`config.mk`:
```
export PLATFORM = sky130hd
export DESIGN_NAME = noc_common_clk_gate_ctrl
export DESIGN_NICKNAME = d
export VERILOG_FILES = /design/src/rtl/noc_common_clk_gate_ctrl.sv
export SDC_FILE = /design/constraint.sdc
export NUM_CORES = 1
export LEC_CHECK = 0
export CAP_MARGIN = 20
export CORE_MARGIN = 10
export CORE_UTILIZATION = 45
export CTS_CLUSTER_SIZE = 40
export DETAILED_ROUTE_END_ITERATION = 16
export PLACE_DENSITY_LB_ADDON = 0.05
export SETUP_SLACK_MARGIN = 0.05
export SYNTH_ARGS = -nofsm -noshare
export SYNTH_HDL_FRONTEND = slang
export SYNTH_SLANG_ARGS = --single-unit
export TNS_END_PERCENT = 30
```
`constraint.sdc`:
```
create_clock -name i_clk -period 4.43 [get_ports i_clk]
set_clock_uncertainty 0.15 [all_clocks]
set_input_delay 0.886 -clock i_clk [delete_from_list [all_inputs] [get_ports i_clk]]
set_output_delay 0.886 -clock i_clk [all_outputs]
set_load 0.05 [all_outputs]
```
`src/rtl/noc_common_clk_gate_ctrl.sv`:
```
// Idle-detect / wake controller driving the EN pin of the NoC unit clock gater.
// Optional activity statistics are enabled with the NOC_CLK_GATE_STATS_EN macro.
module noc_common_clk_gate_ctrl #(
    parameter int CntW       = 8,
    parameter int WakeCycles = 2
) (
    input  logic            i_clk,
    input  logic            i_rst_n,
    input  logic [CntW-1:0] i_cfg_idle_thresh,
    input  logic            i_force_on,
    input  logic            i_busy,
    input  logic            i_wake_req,
    output logic            o_wake_ack,
    output logic            o_clk_en,
    output logic            o_gated
`ifdef NOC_CLK_GATE_STATS_EN
    ,
    output logic [31:0]     o_gated_cycles,
    output logic [15:0]     o_gate_events
`endif
);

    typedef enum logic [1:0] {
        ST_RUN   = 2'd0,
        ST_GATED = 2'd1,
        ST_WAKE  = 2'd2
    } state_t;

    localparam logic [3:0]      WakeLast = 4'(WakeCycles - 1);
    localparam logic [CntW-1:0] CntMax   = '1;
    localparam logic [CntW-1:0] CntOne   = CntW'(1);

    state_t          r_state;
    state_t          w_state_nxt;
    logic [CntW-1:0] r_idle_cnt;
    logic [CntW-1:0] w_idle_cnt_nxt;
    logic [3:0]      r_wake_cnt;
    logic [3:0]      w_wake_cnt_nxt;
    logic            r_clk_en;
    logic            r_gated;
    logic            w_clk_en_nxt;
    logic            w_gated_nxt;
    logic            w_active;
    logic [CntW:0]   w_idle_inc;
    logic            w_thresh_hit;

    // A zero threshold counts as activity, so gating is disabled and a gated unit wakes.
    assign w_active     = i_busy | i_wake_req | i_force_on | (i_cfg_idle_thresh == '0);
    assign w_idle_inc   = {1'b0, r_idle_cnt} + {{CntW{1'b0}}, 1'b1};
    assign w_thresh_hit = (w_idle_inc >= {1'b0, i_cfg_idle_thresh});

    always_ff @(posedge i_clk or negedge i_rst_n) begin
        if (!i_rst_n) begin
            r_state    <= ST_RUN;
            r_idle_cnt <= '0;
            r_wake_cnt <= '0;
            r_clk_en   <= 1'b1;
            r_gated    <= 1'b0;
        end else begin
            r_state    <= w_state_nxt;
            r_idle_cnt <= w_idle_cnt_nxt;
            r_wake_cnt <= w_wake_cnt_nxt;
            r_clk_en   <= w_clk_en_nxt;
            r_gated    <= w_gated_nxt;
        end
    end

    always_comb begin
        w_state_nxt    = r_state;
        w_idle_cnt_nxt = r_idle_cnt;
        w_wake_cnt_nxt = r_wake_cnt;
        unique case (r_state)
            ST_RUN: begin
                if (w_active) begin
                    w_idle_cnt_nxt = '0;
                end else if (w_thresh_hit) begin
                    w_state_nxt    = ST_GATED;
                    w_idle_cnt_nxt = '0;
                end else if (r_idle_cnt != CntMax) begin
                    w_idle_cnt_nxt = r_idle_cnt + CntOne;
                end
            end
            ST_GATED: begin
                if (w_active) begin
                    w_state_nxt    = ST_WAKE;
                    w_wake_cnt_nxt = '0;
                end
            end
            ST_WAKE: begin
                // Wake runs to completion so the tree settles even if the request is withdrawn.
                if (r_wake_cnt == WakeLast) begin
                    w_state_nxt    = ST_RUN;
                    w_idle_cnt_nxt = '0;
                end else begin
                    w_wake_cnt_nxt = r_wake_cnt + 4'd1;
                end
            end
            default: begin
                w_state_nxt    = ST_RUN;
                w_idle_cnt_nxt = '0;
                w_wake_cnt_nxt = '0;
            end
        endcase
    end

    // Outputs are decoded from the next state and registered, so EN only moves on i_clk edges.
    always_comb begin
        w_clk_en_nxt = (w_state_nxt != ST_GATED);
        w_gated_nxt  = (w_state_nxt == ST_GATED);
    end

    assign o_clk_en   = r_clk_en;
    assign o_gated    = r_gated;
    assign o_wake_ack = (r_state == ST_RUN) & i_wake_req;

`ifdef NOC_CLK_GATE_STATS_EN
    logic [31:0] r_gated_cycles;
    logic [15:0] r_gate_events;

    always_ff @(posedge i_clk or negedge i_rst_n) begin
        if (!i_rst_n) begin
            r_gated_cycles <= '0;
            r_gate_events  <= '0;
        end else begin
            if ((r_state == ST_GATED) && (r_gated_cycles != 32'hFFFF_FFFF)) begin
                r_gated_cycles <= r_gated_cycles + 32'd1;
            end
            if ((r_state == ST_RUN) && (w_state_nxt == ST_GATED) && (r_gate_events != 16'hFFFF)) begin
                r_gate_events <= r_gate_events + 16'd1;
            end
        end
    end

    assign o_gated_cycles = r_gated_cycles;
    assign o_gate_events  = r_gate_events;
`endif

endmodule

```
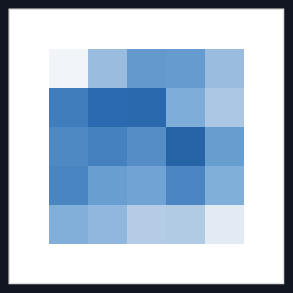
*Cell area per tile*
Scale: 4 px per µm. 7 x 7 tiles, from white (low) to dark blue (high), 0 to 100% covered.
densest ninth of the die = centre
nearly empty tiles = 49%
mean over tiles = 26%
fullest tile = 80%
tiles over 75% full = 6.1%

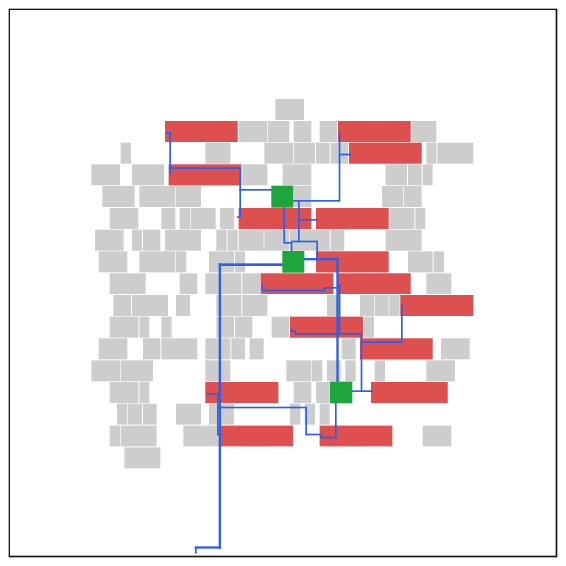
*Routed clock nets over the placement*
Scale: 8 px per µm.
blue -> clock wires  # length 210 µm
red -> flip-flops  # count 16
green -> clock drivers  # count 3
routed clock nets = 4

==> impl_results.rst <==
Synthesis and place-and-route
=============================

.. list-table::
   :header-rows: 1

   * - Metric
     - Value
   * - Status
     - finished, final reports clean
   * - Ant diodes
     - 0
   * - End of the worst register-to-register path
     - r_idle_cnt[7]$_DFFE_PN0P_
   * - Design area
     - 1250 µm²
   * - Logic power comb
     - 0.0327 mW
   * - Share of total power in the clock network
     - 34.8%
   * - Least-Margin Pin Slew
     - 0.707 ns
   * - Internal power component
     - 0.214 mW
   * - Depth of the worst hold-timing path
     - 1
   * - Cell taking the most area after synthesis
     - sky130_fd_sc_hd__dfrtp_1
   * - Share of flip-flops with an asynchronous set or reset
     - 100%
   * - Number of standard cells in the layout, taps in and fillers out
     - 154
   * - Min-Delay Endpoint
     - r_idle_cnt[7]$_DFFE_PN0P_
   * - Peak supply drop
     - 0.000120 V
   * - Count of instantiated cells in the yosys netlist
     - 109
   * - Floorplan net count
     - 133
   * - Final setup violation count
     - 0
   * - Overflow left after global routing
     - 0
   * - Clock insertion delay at the later pin of the skew report
     - 0.29 ns
   * - Synthesized instance count
     - 109
   * - Area share of the leading cell type in the synthesized netlist
     - 35.9%
   * - Critical Path Sink Type
     - output port
   * - Switching power total
     - 0.0652 mW
   * - HP Class
     - reg2reg
   * - Least setup slack across all paths after layout
     - 1.01 ns
   * - Post-synth seq share
     - 38.4%
   * - Layout Utilization
     - 56.6%
   * - Clock slew at reported path FFs
     - 0.09 ns
   * - Top cells by count
     - sky130_fd_sc_hd__dfrtp_1, sky130_fd_sc_hd__inv_1, sky130_fd_sc_hd__ha_1
   * - Inst Count DP
     - 150
   * - Origin of the worst min-delay path
     - r_idle_cnt[7]$_DFFE_PN0P_
   * - Placer congestion estimate
     - 0.765
   * - Floorplan Utilization
     - 47.3%
   * - Hold-fix buffers, CTS
     - 0
   * - Reported sequential group power
     - 0.150 mW
   * - Most used standard cell by instance count after synthesis
     - sky130_fd_sc_hd__dfrtp_1
   * - Drt drc
     - 0
   * - Overall track demand over capacity in global routing
     - 10.3%
   * - Total number of warnings across the stage logs
     - 27
   * - Library cells used by synthesis
     - 32
   * - Remaining antenna violation count
     - 0
   * - Reg2reg start
     - r_idle_cnt[0]$_DFFE_PN0P_
   * - Number of antenna violations at the first check in global routing
     - 0
==> state kept, by name (all words and copies together) (netlist names) <==
register / count
r_idle_cnt: 8
o_gated: 1
r_state: 2
r_wake_cnt: 4
o_clk_en: 1
==> metal layers <==
metal  track usage, %  part of all wire (%)
met5                0                     0
met4             6.78                   2.4
met3             2.12                   4.3
met2             15.6                    45
met1             12.9                    48
==> worst max-delay path, stage by stage <==
cell and delay, ns:
sky130_fd_sc_hd__clkdlybuf4s50_1 0.48, sky130_fd_sc_hd__nor3b_1 0.18, sky130_fd_sc_hd__clkdlybuf4s50_1 0.83
==> final cells by class <==
class	count	area, µm²
Clock buffer	4	36.3
Fill cell	213	960
Inverter	14	52.6
Multi-Input combinational cell	77	577
Sequential cell	16	402
Tap cell	28	35.0
Timing Repair Buffer	15	150
==> logic make-up after synthesis <==
kind of cell,count (synthesis),share of synthesized area (%)
DFF,16,38.4
and+or+nand+nor,32,18.5
buffers and inverters,16,6.46
adders and majority gates,11,13.2
xor gates and xnor gates,9,7.54
AOI/OAI and AO/OA,25,15.9
==> cells in the final DEF, fill, tap and decap left out, types with 3 or more instances in the layout <==
cell	instances
sky130_fd_sc_hd__clkdlybuf4s50_1	15
sky130_fd_sc_hd__dfrtp_1	15
sky130_fd_sc_hd__inv_1	14
sky130_fd_sc_hd__ha_1	11
sky130_fd_sc_hd__nand2_1	8
sky130_fd_sc_hd__a21oi_1	7
sky130_fd_sc_hd__a22o_1	6
sky130_fd_sc_hd__xnor2_1	5
sky130_fd_sc_hd__xor2_1	4
sky130_fd_sc_hd__nand3_1	4
sky130_fd_sc_hd__nand4_1	4
sky130_fd_sc_hd__o21ai_0	4
sky130_fd_sc_hd__clkbuf_4	3
Power figures rest on the tool's default switching activity, not on a simulated workload.
